Met3 routing:
(3 px per micron) Cells faint in the background.
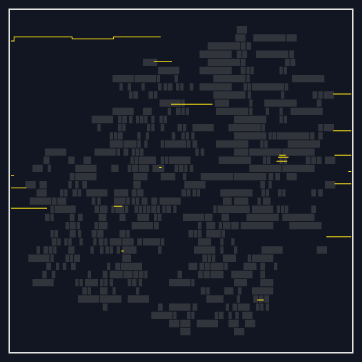
Clock nets:
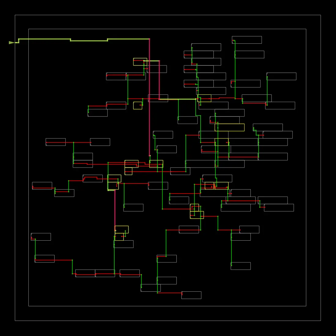
Routed metal per tile:
(3 px per micron) The die is cut into 23 by 23 equal tiles; dark purple is low, yellow is high, scaled to the fullest tile. Values are wire area over tile area, all layers added.
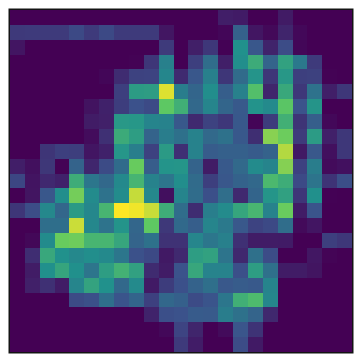
Cell classes on the final placement:
(4 px per micron)
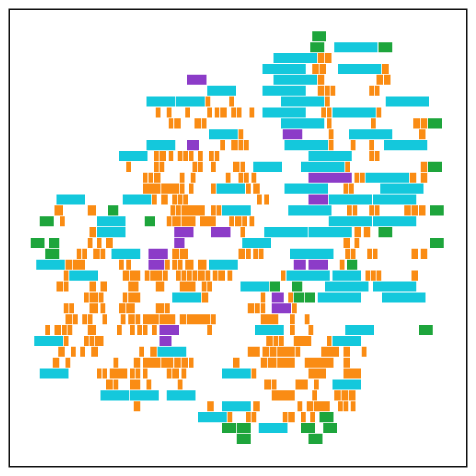
Sizing map:
(2 px per micron)
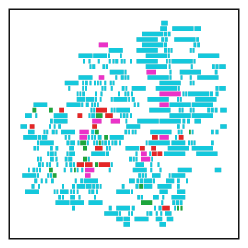
==> config.mk <==
export PLATFORM = sky130hd
export DESIGN_NAME = uart_receiver
export DESIGN_NICKNAME = d
export VERILOG_FILES = /design/src/rtl/uart_receiver.sv
export SDC_FILE = /design/constraint.sdc
export NUM_CORES = 1
export LEC_CHECK = 0
export ABC_AREA = 1
export CORE_MARGIN = 5
export CORE_UTILIZATION = 30
export DETAILED_ROUTE_END_ITERATION = 8
export PLACE_DENSITY = 0.47
export SLEW_MARGIN = 20
export SYNTH_ARGS = -nofsm -noshare
export SYNTH_HDL_FRONTEND = slang
export SYNTH_SLANG_ARGS = --single-unit
==> constraint.sdc <==
create_clock -name clk -period 2.5 [get_ports clk]
set_input_delay 0.25 -clock clk [delete_from_list [all_inputs] [get_ports clk]]
set_output_delay 0.25 -clock clk [all_outputs]
set_load 0.005 [all_outputs]
==> impl_metrics.tcl <==
# collected from the flow reports
set metrics [dict create \
    status "finished clean" \
    synth_area_sq_um 3246 \
    place.port_buffers 19 \
    die_area_sq_um 13000 \
    grt_pass1_wl_mm 11.51 \
    cts_buffers 9 \
    ys_top_cells_by_count "66 x nand2_1, 62 x nor2_1, 57 x inv_1" \
    nNetsFinal 434 \
    place_area_sq_um 3626 \
    cpPeakStageDelay_ns 0.52 \
    place_inst 546 \
    preCtsSetupSlack_ns 0.4741 \
    setup_violations 0 \
    finalNonFillerCells 562 \
    cts_hold_buffers 0 \
    initial_core_util 0.3034 \
    net-switching-power_mw 0.6506 \
    fp_nets 405 \
    ir_drop_uv 254.6 \
    hold_path_depth 1 \
    pwr-share-seq 0.489 \
    drtIter0Drc 145 \
    rrSetupSlack_ns 0.56 \
    antenna_found_initial 0 \
    path_buffers 2 \
    cpMaxStageDelayCell "clkdlybuf4s50_1" \
    critical_path.top_delay_family "buffers and inverters" \
    edf_count 32 \
    p_total_mw 2.410 \
    grt_pass1_vias 2399 \
    ff_type "dfxtp_1" \
    cts_setup_buffers 0 \
    syn_area_per_cell_sq_um 8.365 \
    p_per_area_nw_per_um2 628.6 \
    cts-root-buf "clkbuf_8" \
    drive_above_1_share 0.1161 \
    switching_share 0.2700 \
    path_depth 5 \
    finalHoldViolations 0 \
    r2r.worst_path.cells 8 \
    grt_max_degree 17 \
    setup_tns_ns 0 \
    path_clk_slew_ns 0.08 \
    synth_flops 67 \
    power.share.clock 0.390 \
    holdWs_ns 0.4216 \
    avgViaCountPerCell 4.329 \
    cp-end-kind "primary output" \
    finalCriticalPeriod_ns 2.367 \
    p_leak_nw 1.609 \
    yosysUniqueCellTypes 31 \
    ys_warn_count 0 \
    ys_area_sq_um 3246 \
    largest_reg_flops 32 \
    path_max_fanout 4 \
    die_h_microns 114.0 \
    hpwl_mm 4.705 \
    cts_tree "yes" \
    cts_buffer_depth 2 \
    cts.repair.resized 0 \
    crit_type "flop to primary output" \
    clock.fmax_ghz 0.4225 \
    yosysMostFrequentCell "nand2_1" \
    drv_slew 0 \
    power.internal_mw 1.759 \
    yosys.stat.seqShare 0.5120 \
    fillCellCount 1121 \
    path_cells "inv_1 -> ha_1 -> fa_1 -> xor2_1 -> clkdlybuf4s50_1" \
    critPathArrivalTime_ns 2.12 \
    firstDrtPassIters 4 \
    ys_cells 388 \
    combinationalPowerShare 0.120 \
    synth_cells 388 \
    diodes 0 \
    required_ns 2.25 \
    core_sq_um 10700 \
    gr-total-overflow 0 \
    tightest_slew_ns 0.3812 \
]
## Picture notes: 'met3 routing'
share of all routed wire = 2.1%
longest straight run = 19.3 microns
nets with wire on the layer = 15
wire length on this layer = 133 microns
main direction = horizontal
total routed wirelength: 6.426 mm
met3 Track Usage GR: 0.02599

## Picture notes: 'clock nets'
Sink Count: 67
Flop Count: 67
Late-Pin Clk Latency: 0.34 ns

## Picture notes: 'routed metal per tile'
emptiest ninth of the die = upper left
tiles over half the peak = 13%
nearly empty tiles = 34%
densest ninth of the die = centre
Tot GR Track Use: 0.1112
vias: 2433
WL/cell: 11.43 microns

## Picture notes: 'cell classes on the final placement'
cyan -> flops  # cells 67, share of their area 45%
orange -> combinational and other logic  # cells 312, share of their area 42%
green -> other buffers and delay cells  # cells 27, share of their area 6.8%
purple -> clock drivers and dummy loads  # cells 16, share of their area 5.7%
row count: 38
Final Cell Area: 3834 sq um
Final Core Density: 0.3584

## Picture notes: 'sizing map'
red -> _3 and _4 cells  # cells 17, share 4.0%, most used buf_4
magenta -> _6 and larger  # cells 14, share 3.3%, most used clkbuf_8
cyan -> _0 and _1 cells  # cells 373, share 88%, most used nand2_1
green -> _2 cells  # cells 18, share 4.3%, most used inv_2
Area Overhead vs Synth: 18.12%
Final Worst Setup Slack: 0.1331 ns
Repair and plain buffers: 27

## power groups by stage
| stage | clock network [mW] | logic [mW] | registers [mW] |
|---|---|---|---|
| global route | 1.03 | 0.334 | 1.18 |
| CTS | 0.982 | 0.298 | 1.18 |
| global placement | 0 | 0.298 | 1.21 |
| floorplan | 0 | 0.180 | 1.20 |
| finish | 0.940 | 0.290 | 1.18 |
| detailed placement | 0 | 0.297 | 1.21 |
## cell usage in the layout (no fill, tap or decap), drive strengths merged, types with 4 or more instances in the layout
cell type / instances
o21ai: 35
inv: 66
clkbuf: 9
xor2: 4
nand3: 16
clkdlybuf4s50: 19
nand2: 72
nor2: 68
a21oi: 28
dfxtp: 35
buf: 8
ha: 11
edfxtp: 32
nand4: 5
## area by class of cell
type                            count  area (sq um)  share of cell area
Multi-Input combinational cell    249          1301              0.3394
Clock buffer                        9         123.9             0.03231
Clock inverter                      7         83.83             0.02187
Timing Repair Buffer               27         250.2             0.06527
Tap cell                          140         175.2             0.04569
Inverter                           63         237.7             0.06201
Sequential cell                    67          1662              0.4334
## logic make-up (layout without fill, tap and decap cells)
group                    after synthesis  after routing  share of synthesized area
AND/OR/NAND/NOR                      167            167                     0.2332
AND-OR/OR-AND                         64             64                     0.1006
flip-flops                            67             67                     0.5119
XOR/XNOR                               6              6                    0.01851
adder cells (fa/ha/maj)               12             12                    0.04857
buffers and inverters                 72            106                    0.08712
## per-layer routing
layer  wire length [microns]  GRT usage  up-vias
met5                       0          0        -
met4                      72    0.04988        0
met3                     132    0.02599        6
met2                    3010     0.1710       22
met1                    3209     0.1490     1108
li1                        -          -     1297
## worst register-to-register path: stages, from the launching register on
cell and delay, ns:
dfxtp_1 0.39, ha_1 0.23, nand2_1 0.08, nor2_2 0.14, nand2_4 0.11, nor3_4 0.22, nand2_2 0.15, nor2_1 0.12
buf_4 0.20
No activity file was given, so power comes from the tool's default toggle rates.
